==> config.mk <==
export PLATFORM = sky130hd
export DESIGN_NAME = dffram_nr1w
export DESIGN_NICKNAME = d
export VERILOG_FILES = /design/src/rtl/dffram_pkg.sv /design/src/rtl/dffram_rport.sv /design/src/rtl/dffram_nr1w.sv
export SDC_FILE = /design/constraint.sdc
export NUM_CORES = 1
export LEC_CHECK = 0
export ABC_AREA = 1
export CAP_MARGIN = 30
export CORE_ASPECT_RATIO = 0.9
export CORE_MARGIN = 2
export CORE_UTILIZATION = 25
export CTS_CLUSTER_SIZE = 24
export DETAILED_ROUTE_END_ITERATION = 8
export PLACE_DENSITY = 0.4
export SLEW_MARGIN = 10
export SYNTH_ARGS = -nofsm -noshare
export SYNTH_HDL_FRONTEND = slang
export SYNTH_SLANG_ARGS = --single-unit
==> constraint.sdc <==
create_clock -name clk -period 2.7 [get_ports clk]
set_input_delay 0.81 -clock clk [delete_from_list [all_inputs] [get_ports clk]]
set_output_delay 0.81 -clock clk [all_outputs]
set_load 0.02 [all_outputs]
==> src/rtl/dffram_pkg.sv <==
`default_nettype none
// +----------------------------------------------------------------------------+
// | Module      : dffram_pkg                                                   |
// | Description : Shared state encoding and lane-merge helper for dffram_nr1w. |
// | Revision    : 1.0 - initial release                                        |
// +----------------------------------------------------------------------------+
package dffram_pkg;

    localparam int c_MAX_DW = 256;

    typedef enum logic [0:0] {
        ST_CLEAR = 1'b0,
        ST_RUN   = 1'b1
    } state_e;

    // Callers widen operands to c_MAX_DW and truncate the result back to DW.
    function automatic logic [c_MAX_DW-1:0] merge(
        input logic [c_MAX_DW-1:0] old_word,
        input logic [c_MAX_DW-1:0] new_word,
        input logic [c_MAX_DW-1:0] mask,
        input int                  lw
    );
        logic [c_MAX_DW-1:0] res;
        res = old_word;
        for (int i = 0; i < c_MAX_DW; i++) begin
            res[i] = mask[i / lw] ? new_word[i] : old_word[i];
        end
        return res;
    endfunction

endpackage
`default_nettype wire

==> src/rtl/dffram_rport.sv <==
`default_nettype none
// +----------------------------------------------------------------------------+
// | Module      : dffram_rport                                                 |
// | Description : One read port: word mux, write-through bypass, output hold.  |
// | Revision    : 1.0 - initial release                                        |
// +----------------------------------------------------------------------------+
module dffram_rport
    import dffram_pkg::*;
#(
    parameter int AW    = 5,
    parameter int DW    = 8,
    parameter int LW    = 4,
    parameter int DEPTH = 32
) (
    input  logic                      clk,
    input  logic                      rst_n,
    input  logic                      rd_buf,
    input  logic                      bypass_en,
    input  logic [AW-1:0]             r_addr,
    input  logic [AW-1:0]             w_addr,
    input  logic [DW-1:0]             w_data,
    input  logic [DW/LW-1:0]          w_mask,
    input  logic [DEPTH-1:0][DW-1:0]  mem,
    output logic [DW-1:0]             r_data
);

    logic [DW-1:0] w_word;
    logic [DW-1:0] w_cur;
    logic [DW-1:0] r_hold;

    assign w_word = mem[r_addr];

    always_comb begin
        w_cur = w_word;
        if (bypass_en && (r_addr == w_addr)) begin
            w_cur = DW'(merge(c_MAX_DW'(w_word), c_MAX_DW'(w_data),
                              c_MAX_DW'(w_mask), LW));
        end
    end

    always_ff @(posedge clk) begin
        if (!rst_n) begin
            r_hold <= '0;
        end else begin
            r_hold <= w_cur;
        end
    end

    assign r_data = rd_buf ? r_hold : w_cur;

endmodule
`default_nettype wire

==> src/rtl/dffram_nr1w.sv <==
`default_nettype none
// +----------------------------------------------------------------------------+
// | Module      : dffram_nr1w                                                  |
// | Description : DFF register-file RAM, one lane-masked write port, NR reads, |
// |               hardware clear after reset.                                  |
// | Revision    : 1.0 - initial release                                        |
// +----------------------------------------------------------------------------+
module dffram_nr1w
    import dffram_pkg::*;
#(
    parameter int AW = 5,
    parameter int DW = 8,
    parameter int NR = 2,
    parameter int LW = 4
) (
    input  logic                 clk,
    input  logic                 rst_n,
    input  logic [NR-1:0]        cfg_rd_buf,
    input  logic                 cfg_wthru,
    input  logic                 w_en,
    output logic                 w_ready,
    input  logic [AW-1:0]        w_addr,
    input  logic [DW-1:0]        w_data,
    input  logic [DW/LW-1:0]     w_mask,
    input  logic [NR*AW-1:0]     r_addr,
    output logic [NR*DW-1:0]     r_data,
    output logic                 busy
);

    localparam int c_DEPTH = 2**AW;

    logic [c_DEPTH-1:0][DW-1:0] r_mem;
    state_e                     r_state;
    state_e                     w_state_nxt;
    logic [AW-1:0]              r_clr_ctr;
    logic [NR-1:0]              r_rd_buf;
    logic                       r_wthru;
    logic                       w_clr_last;
    logic                       w_accept;
    logic                       w_bypass_en;

    always_ff @(posedge clk) begin
        if (!rst_n) begin
            r_rd_buf <= cfg_rd_buf;
            r_wthru  <= cfg_wthru;
        end
    end

    always_ff @(posedge clk) begin
        if (!rst_n) begin
            r_state <= ST_CLEAR;
        end else begin
            r_state <= w_state_nxt;
        end
    end

    assign w_clr_last = (r_clr_ctr == AW'(c_DEPTH - 1));

    always_comb begin
        w_state_nxt = r_state;
        case (r_state)
            ST_CLEAR: if (w_clr_last) w_state_nxt = ST_RUN;
            ST_RUN:   w_state_nxt = ST_RUN;
            default:  w_state_nxt = ST_CLEAR;
        endcase
    end

    // Reset is folded in so nothing is accepted on the edge that restarts the clear.
    always_comb begin
        busy    = !rst_n || (r_state == ST_CLEAR);
        w_ready = rst_n && (r_state == ST_RUN);
    end

    // The counter wraps on the terminal edge, but the FSM has already left CLEAR.
    always_ff @(posedge clk) begin
        if (!rst_n) begin
            r_clr_ctr <= '0;
        end else if (r_state == ST_CLEAR) begin
            r_clr_ctr <= r_clr_ctr + 1'b1;
        end
    end

    assign w_accept    = w_en && w_ready;
    assign w_bypass_en = r_wthru && w_accept;

    always_ff @(posedge clk) begin
        if (rst_n) begin
            if (r_state == ST_CLEAR) begin
                r_mem[r_clr_ctr] <= '0;
            end else if (w_accept) begin
                r_mem[w_addr] <= DW'(merge(c_MAX_DW'(r_mem[w_addr]), c_MAX_DW'(w_data),
                                           c_MAX_DW'(w_mask), LW));
            end
        end
    end

    generate
        for (genvar p = 0; p < NR; p++) begin : g_rport
            dffram_rport #(
                .AW    (AW),
                .DW    (DW),
                .LW    (LW),
                .DEPTH (c_DEPTH)
            ) u_rport (
                .clk       (clk),
                .rst_n     (rst_n),
                .rd_buf    (r_rd_buf[p]),
                .bypass_en (w_bypass_en),
                .r_addr    (r_addr[p*AW +: AW]),
                .w_addr    (w_addr),
                .w_data    (w_data),
                .w_mask    (w_mask),
                .mem       (r_mem),
                .r_data    (r_data[p*DW +: DW])
            );
        end
    endgenerate

endmodule
`default_nettype wire

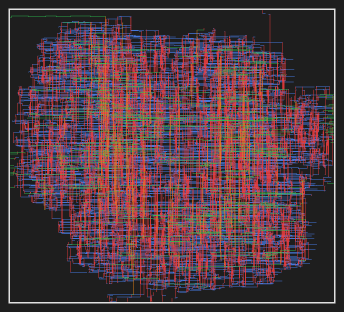
metal_stack.png
| layer | colour | wire length |
|---|---|---|
| met3 | green | 9,160 um |
| met2 | red | 51.7 mm |
| met1 | blue | 54.0 mm |
| met4 | orange | 4,020 um |
average wire per standard cell: 23.94 um
Vias: 25,030

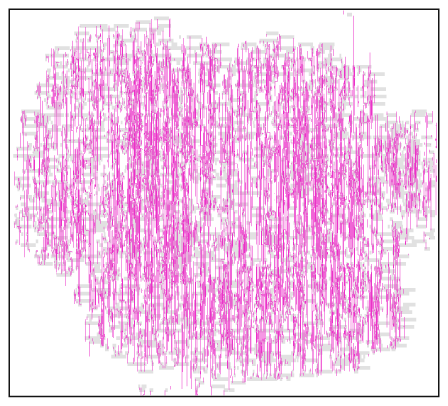
met2.png
Cells faint in the background.
main direction: vertical
longest straight run: 135 um
nets with wire on the layer: 2,790
share of all routed wire: 43%
wire length on this layer: 51.7 mm
Routed Wire Length: 118,900 um
met2 usage: 40.41%

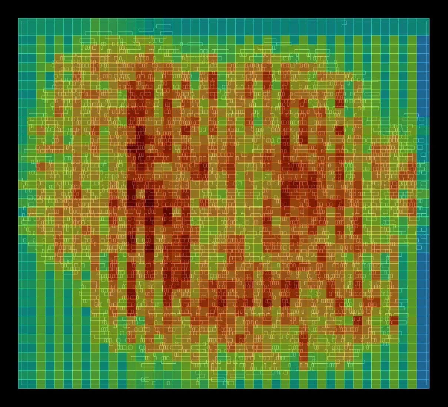
final_congestion.png
grt met1 use: 37.13%
Layout Utilization: 35.23%
Most Crowded Layer GR: met2

==> reports/metrics.cfg <==
[run_status]
status=complete, but fails checks
violations=negative setup slack

[setup_path]
rrSetupSlack_ns=-0.37
timing.rr.start=r_wthru
rr_endpoint=g_rport[1].u_rport.r_hold[4]
path_class=input pin to primary output
cp-start-kind=input pin

[place]
placed_cells=4846
preCtsSetupSlack_ns=-1.691
portBuffers=48
place_hpwl_um=83860

[timing]
setup_viol=17
drv_slew=0
worst_slack_ns=-0.6253
hold_violations=0
max_slew_margin_pct=42.27

[grt]
grt_util_all_layers_pct=25.82
grt_pass1_vias=23667
grt_overflow_total=0
grt_pass1_wl_um=167300
grt_use_met3_pct=2.977

[synth]
synth-async-reset-ratio_pct=0
yosys.area.top_type_share_pct=36.16
synth.distinct_cells=30
seq_area_frac_synth_pct=38.21
synth.cell_area_sq_mm=0.02151
flop_cell=edfxtp_1
postSynthCellCount=3334
ys.flops=281
fp_nets=3370
most_common_cell=nand2_1
yosysChipArea_sq_mm=0.02151
avgSynthCellArea_sq_um=6.450

[clock_network]
cts_buffers=38
cts_hold_buf=0
cts.sinks=281
tritoncts=yes

[routing]
via_per_inst=5.039
ant_nets=0

[cells_and_area]
drive_gt1_share_pct=22.92
areaGrowthSynthToFinish_pct=40.30

[floorplan]
fp-utilization_pct=25.11
ios=49

[run]
warnings=32
cap_violations=0

[hold_path]
hp-start=r_clr_ctr[0]
whs_path_depth=2

[power]
power.density_mw_per_mm2=481.3
ir_drop_mv=0.3247

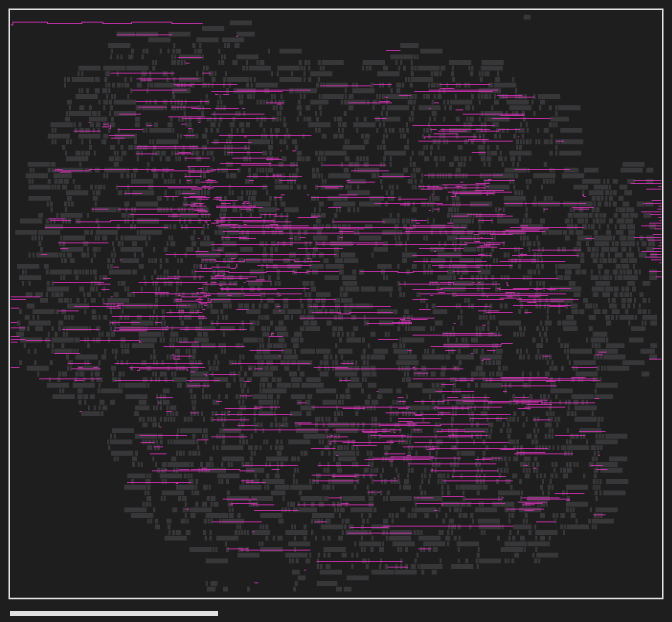
met3.png
Scale bar: 100 um. Cells faint in the background.
main direction: horizontal
nets with wire on the layer: 425
wire length on this layer: 9,160 um
longest straight run: 113 um
share of all routed wire: 7.7%

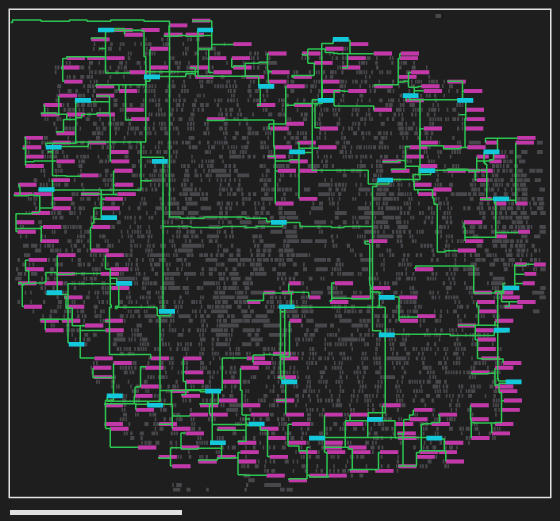
clock_map.png
Scale bar: 100 um.
[clock wires] green | length: 5,620 um
[flip-flops] magenta | count: 281
[cells driving clock nets] cyan | count: 38
routed clock nets: 39
flops lie: widely spread
Clock Skews: 0.02761 ns
clk latency late pin: 0.58 ns
Clk pwr share: 36.4%
Clk. pwr: 5.29 mW

[cells by family after synthesis]
logic type	Yosys count	synth area share [%]
AND-OR/OR-AND	165	4.078
AND/OR/NAND/NOR	2380	46.67
buffers and inverters	495	10.43
adder cells (fa/ha/maj)	5	0.2909
XOR/XNOR	8	0.3258
flip-flops	281	38.21
[stage by stage]
stage / util (%) / setup TNS (ns) / power [mW]
global route: 35.23 / -10.34 / 15.03
global placement: 31.78 / -392.83 / 8.904
finish: 35.23 / -8.887 / 14.52
detailed placement: 31.78 / -396.06 / 8.886
floorplan: - / -0.9499 / 7.025
CTS: 34.78 / -8.327 / 14.45
[layout by cell type (no fill, tap or decap), types with 3 or more instances in the layout]
cell type and instances:
clkdlybuf4s50_1 14, nand2_8 3, clkbuf_16 47, inv_1 254, edfxtp_1 259, buf_6 55
nor2_2 5, dfxtp_1 21, a21oi_1 83, o21ai_1 6, nand4_1 22, clkinv_1 7
xor2_1 7, o21ai_0 48, bufinv_16 4, nand3_1 673, nor3_1 16, clkinv_2 5
buf_2 7, or2_2 5, ha_1 5, nand2_2 62, nand3_2 70, nand2_4 10
nor2_1 107, o22ai_1 7, buf_8 3, clkbuf_1 9, nand2_1 1387, nor2_4 5
bufbuf_16 5, buf_16 6, buf_12 69, o211ai_1 17, buf_4 476, nand3_4 10
inv_8 3, inv_2 5
[critical path: stages]
cell and delay (ns):
buf_2 0.16, inv_4 0.17, buf_12 0.22, nand3_1 0.13, nand3_1 0.18, nand3_2 0.13
nand3_1 0.18, nand3_2 0.16, nand2_2 0.10, nand2_1 0.06, nand2_2 0.07, buf_6 0.11
[sequential cells by signal, indices dropped and copies added (netlist names)]
name                    flops
r_state                     1
r_rd_buf                    2
g_rport.u_rport.r_hold     16
r_wthru                     1
r_clr_ctr                   5
r_mem                     256
[worst max path at each step]
stage / slack (ns) / end / start
2_1_floorplan: -0.07 / r_data[4] / w_addr[0]
3_3_place_gp: -1.69 / r_data[9] / rst_n
3_5_place_dp: -1.69 / r_data[9] / rst_n
4_1_cts: -0.55 / r_data[12] / r_wthru
5_1_grt: -0.70 / r_data[12] / r_wthru
6_report: -0.63 / r_data[12] / r_addr[6]
[cell type report]
cell class	count	area, sq um	share of cell area [%]
Sequential cell	281	8219	27.24
Tap cell	1144	1431	4.744
Clock inverter	16	176.4	0.5847
Timing Repair inverter	1	7.507	0.02488
Timing Repair Buffer	648	6342	21.02
Inverter	268	1072	3.554
Antenna cell	1	2.502	0.008294
Clock buffer	50	1060	3.512
Multi-Input combinational cell	2558	11860	39.31
[where the power goes]
group          leakage [nW]  total, mW  internal [mW]  switching, mW
clock                 0.605       5.29           3.13           2.16
combinational          11.1       3.96           1.51           2.45
sequential             2.73       5.27           5.08          0.191
[metal layers]
layer	vias up	part of all wire, %
met4	0	3.4
met5	-	0
li1	11792	-
met2	1219	43
met1	11818	45
met3	201	7.7
[timing repair]
item / CTS / global route
gates resized: 320 / 49
cloned: 9 / 8
setup endpoints to repair: 274 / 242
setup buffers: 34 / 6
pin swaps: 65 / 34
Power is estimated from default activity; no workload was simulated.
